==> config.mk <==
export PLATFORM = sky130hd
export DESIGN_NAME = fetch_decode_fsm
export DESIGN_NICKNAME = d
export VERILOG_FILES = /design/src/rtl/fetch_decode_fsm.sv
export SDC_FILE = /design/constraint.sdc
export NUM_CORES = 1
export LEC_CHECK = 0
export CAP_MARGIN = 20
export CORE_ASPECT_RATIO = 0.75
export CORE_UTILIZATION = 37
export DETAILED_ROUTE_END_ITERATION = 12
export PLACE_DENSITY = 0.73
export SETUP_SLACK_MARGIN = 0.5
export SLEW_MARGIN = 20
export SYNTH_ARGS = -nofsm -noshare
export SYNTH_HDL_FRONTEND = slang
export SYNTH_SLANG_ARGS = --single-unit
export TNS_END_PERCENT = 10
==> constraint.sdc <==
create_clock -name clk -period 1.6 [get_ports clk]
set_clock_uncertainty 0.1 [all_clocks]
set_input_delay 0.32 -clock clk [delete_from_list [all_inputs] [get_ports clk]]
set_output_delay 0.32 -clock clk [all_outputs]
set_load 0.01 [all_outputs]
==> src/rtl/fetch_decode_fsm.sv <==
// Top-level instruction sequencer: fetches a program word, latches it into the IR,
// decodes the class field and hands control to exactly one execution FSM.
//
// state  | meaning
// -------+-----------------------------------------------------------
// IDLE   | waiting for start, all outputs low
// FETCH  | PC on address bus, memory read issued
// LATCH  | memory data valid, IR loads at the closing edge
// DECODE | class field decoded; illegal classes pulse pcInc
// EXEC   | one unit enabled, watchdog counting until its done
// HALT   | stopped by a halt instruction, start resumes fetching
// FAULT  | watchdog expired, sticky until rst
module fetch_decode_fsm #(
   parameter int unsigned TIMEOUT = 255
) (
   input  logic        clk,
   input  logic        rst,
   input  logic        start,
   input  logic [15:0] memData,
   input  logic [5:0]  unitDone,
   output logic        memRead,
   output logic        pcOutEN,
   output logic        irLatch,
   output logic [15:0] instruction,
   output logic [5:0]  unitEN,
   output logic        pcInc,
   output logic        halted,
   output logic        fault
);

   typedef enum logic [2:0] {
      IDLE   = 3'd0,
      FETCH  = 3'd1,
      LATCH  = 3'd2,
      DECODE = 3'd3,
      EXEC   = 3'd4,
      HALT   = 3'd5,
      FAULT  = 3'd6
   } state_t;

   localparam logic [7:0] WDOG_TC = 8'(TIMEOUT - 1);

   state_t     state;
   logic [7:0] wdog_cnt;
   logic [3:0] cls;
   logic       cls_legal;
   logic       cls_halt;
   logic       unit_done;

   assign cls       = instruction[15:12];
   assign cls_legal = (cls <= 4'd5);
   assign cls_halt  = (cls == 4'hF);
   // unitEN is one-hot, so masking selects the active unit's done only
   assign unit_done = |(unitDone & unitEN);

   assign memRead = (state == FETCH) || (state == LATCH);
   assign pcOutEN = (state == FETCH) || (state == LATCH);
   assign irLatch = (state == LATCH);
   assign pcInc   = (state == DECODE) && !cls_legal && !cls_halt;

   always_ff @(posedge clk or posedge rst) begin
      if (rst) begin
         state       <= IDLE;
         instruction <= 16'h0000;
         unitEN      <= 6'b000000;
         wdog_cnt    <= 8'd0;
         halted      <= 1'b0;
         fault       <= 1'b0;
      end else begin
         case (state)
            IDLE: begin
               if (start) state <= FETCH;
            end
            FETCH: begin
               state <= LATCH;
            end
            LATCH: begin
               instruction <= memData;
               state       <= DECODE;
            end
            DECODE: begin
               if (cls_legal) begin
                  unitEN   <= 6'b000001 << cls;
                  wdog_cnt <= 8'd0;
                  state    <= EXEC;
               end else if (cls_halt) begin
                  halted <= 1'b1;
                  state  <= HALT;
               end else begin
                  state <= FETCH;
               end
            end
            EXEC: begin
               // done wins over a watchdog expiry in the same cycle
               if (unit_done) begin
                  unitEN <= 6'b000000;
                  state  <= FETCH;
               end else if (wdog_cnt == WDOG_TC) begin
                  unitEN <= 6'b000000;
                  fault  <= 1'b1;
                  state  <= FAULT;
               end else begin
                  wdog_cnt <= wdog_cnt + 8'd1;
               end
            end
            HALT: begin
               if (start) begin
                  halted <= 1'b0;
                  state  <= FETCH;
               end
            end
            FAULT: begin
               unitEN <= 6'b000000;
               fault  <= 1'b1;
            end
            default: begin
               state <= IDLE;
            end
         endcase
      end
   end

endmodule

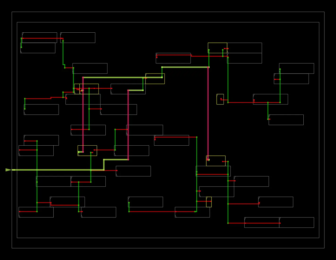
(clock wiring as the flow saved it)
count of clock-net buffers in the final layout: 7
Clk Latency, worst-skew pair: 0.29 ns
CTS buffer count: 5
layout sequential cell count: 35

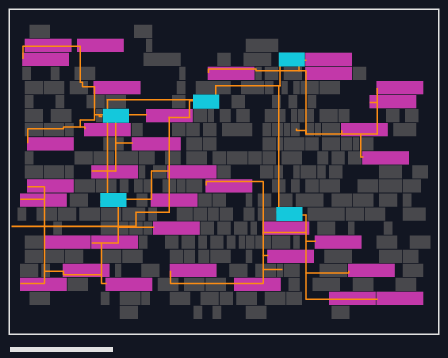
(routed clock nets over the placement)
The bar under the picture is 20 um long.
magenta -> flip-flops  # count 35
cyan -> cells driving clock nets  # count 5
orange -> clock wires  # length 486 um
flops lie = all over the die
clock group share of total power: 0.112
clock network power: 617 uW

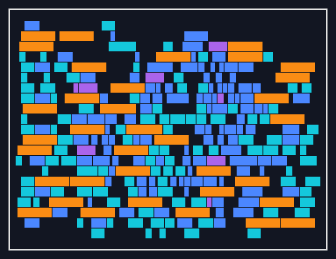
(cell classes on the final placement)
cyan -> other buffers and delay cells  # cells 102
blue -> all other logic  # cells 117
orange -> flip-flops  # cells 35
purple -> clock drivers and dummy loads  # cells 8
placement row count: 21
core area: 4570 um^2

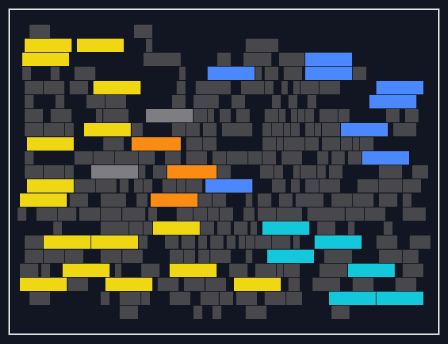
(sequential cells grouped by signal name)
blue -> wdog_cnt  # sequential cells 8
orange -> state  # sequential cells 3
cyan -> unitEN  # sequential cells 6, where bottom right
yellow -> instruction  # sequential cells 16
not colored = 2
power of the sequential group: 1.56 mW
Reg area: 878 um^2
final cell utilization of the core: 0.630
fraction of area in registers: 0.305

==> notes.md <==
Physical implementation.

- Of the total standard cell area in the layout, the multi-input combinational portion is 0.325.
- The number of resized instances in the post-cts repair step is 146.
- In the final layout, the share of cells above drive strength 1 is 0.462.
- The register with the highest flop count is instruction.
- The setup total negative slack is -1.25 ns.
- The minimum period implied by the final worst setup slack is 1.72 ns.
- The final timing report lists a max-slew violation count of 0.
- Once routing completed, OpenROAD measured the worst setup slack at -0.124 ns.
- The largest family of logic cells by area is simple AND/OR/NAND/NOR gates.
- The kind of critical path is reg2reg.
- The non-clock buffer contribution to total cell area is 0.310.
- The sequential fraction of design power is 0.285.
- The post-synthesis xor/xnor area fraction is 0.00483.
- The number of hold-repair buffers added at the cts stage is 0.
- The final timing report lists a hold violation count of 0.
- In the layout the commonest cells are sky130_fd_sc_hd__buf_4 (35), sky130_fd_sc_hd__dfrtp_1 (33), sky130_fd_sc_hd__buf_6 (23), sky130_fd_sc_hd__clkdlybuf4s50_1 (21), sky130_fd_sc_hd__buf_2 (17).
- For this run, global-route usage on met2 was measured as 0.266.
- The count of cells along the worst register-to-register path is 7.
- Per the timing report, the most critical flop-to-flop path finishes at wdog_cnt[6].
- After layout, the inverter instance count without clock inverters stands at 5.
- The number of top-level design ports is 53.
- The placed standard-cell area is 2720 um^2.
- On the final layout, the worst hold slack is 0.277 ns.
- For reference, the critical path is captured by wdog_cnt[6].
- The worst hold path belongs to the class in2async.
- The total clock sinks is 35.
- 0 antenna diodes ended up in the layout.
- The global routing met1 resource utilization is 0.246.
- The share of the Yosys chip area taken by registers is 0.483.
- The synthesis-stage register bit count is 35.
- The met2 layer wire length in the routed design is 1920 um.
- In the CTS report, the clock slew at the register clock pins of the worst setup and hold paths is listed as 0.07 ns.
- The run reported a max-capacitance violation count of 0.
- The number of flip-flops in the largest register is 16.
- The final timing summary puts the cycle share of the worst path at 1.08.
- The synthesized instance count is 158.
- The power per unit of standard cell area is 1910 nW/um^2.
- The final wirelength is 4320 um.
- During placement, the flow inserted port buffers numbering 52.
- The net count after synthesis is 185.
- The clock passes through at most 2 buffers.
- The number of multi-input combinational cells in the layout is 112.
- The largest individual stage delay along the critical path comes from the cell sky130_fd_sc_hd__dfrtp_1.
- The iteration count recorded for the first detailed-route pass is 4.
- The highest clock rate this design can be run at is 580 MHz.
- The post-synthesis async set-or-reset flop share is 1.00.
- The pin count of the biggest net entering global routing is 36.
- The report shows a maximum critical-path fanout of 7.
- Post-CTS timing repair inserted 7 buffers for setup.
- The length of routed wiring on met1 is 2050 um.
- Cell internal power was estimated by the tool at 3.47 mW.
- sky130_fd_sc_hd__dfrtp_1 is the most common cell in the netlist.
- By instance count after routing, the leading logic cell type is sky130_fd_sc_hd__buf_4.
- Signal nets in the final route climb as high as met4.
- The post-layout instance area is 2880 um^2.
- In this run, placement finished with an instance count of 304.
- Looking at the reg2reg group, the worst path starts from wdog_cnt[0].
- The net switching component of the power is 2.03 mW.
- The post-synthesis share of cell area spent on and, or, nand and nor gates is 0.170.
- The width of the die is 82.8 um.
- STA classifies the critical path endpoint as a flip-flop.
- The finished layout holds 319 standard cells, fillers aside.
- The family with the most delay on the worst path is AND-OR/OR-AND gates.
- Overall routing resource usage recorded by global route was 0.179.
- The first-pass GRT wire length is 7410 um.
- The initial core utilization is 0.396.
- The area recorded from the Yosys report for this design is 1810 um^2.
- The HPWL reported at the end of detailed placement is 3080 um.
- The H-tree was split into 2 levels.
- Per the layout report, the design carries 407 filler cells.
- Ranked by total area, the top cell class in this layout is logic gates.
- The distinct cell type count after synthesis is 44.
- All stages included, the depth of the critical timing path comes to 7.
- The number of setup violations in the final report is 16.
- The synthesis report lists the Yosys warning total as 0.
- The leakage power is 1.33 nW.
- The post-synthesis to final-layout area growth is 58.9%.
- Measured on the final layout, the clock distribution area share stands at 0.0282.
- The run finished, with violations left.
- The slack of the worst reg-to-reg path is -0.12 ns.
- According to the timing report, the critical path is launched from wdog_cnt[0].
- The final reports fail on setup timing.
- The heaviest power group is combinational cells.
- The most frequently used flop master after synthesis is sky130_fd_sc_hd__dfrtp_1.
- The CTS root buffer is sky130_fd_sc_hd__clkbuf_8.
No activity file was given, so power comes from the tool's default toggle rates.
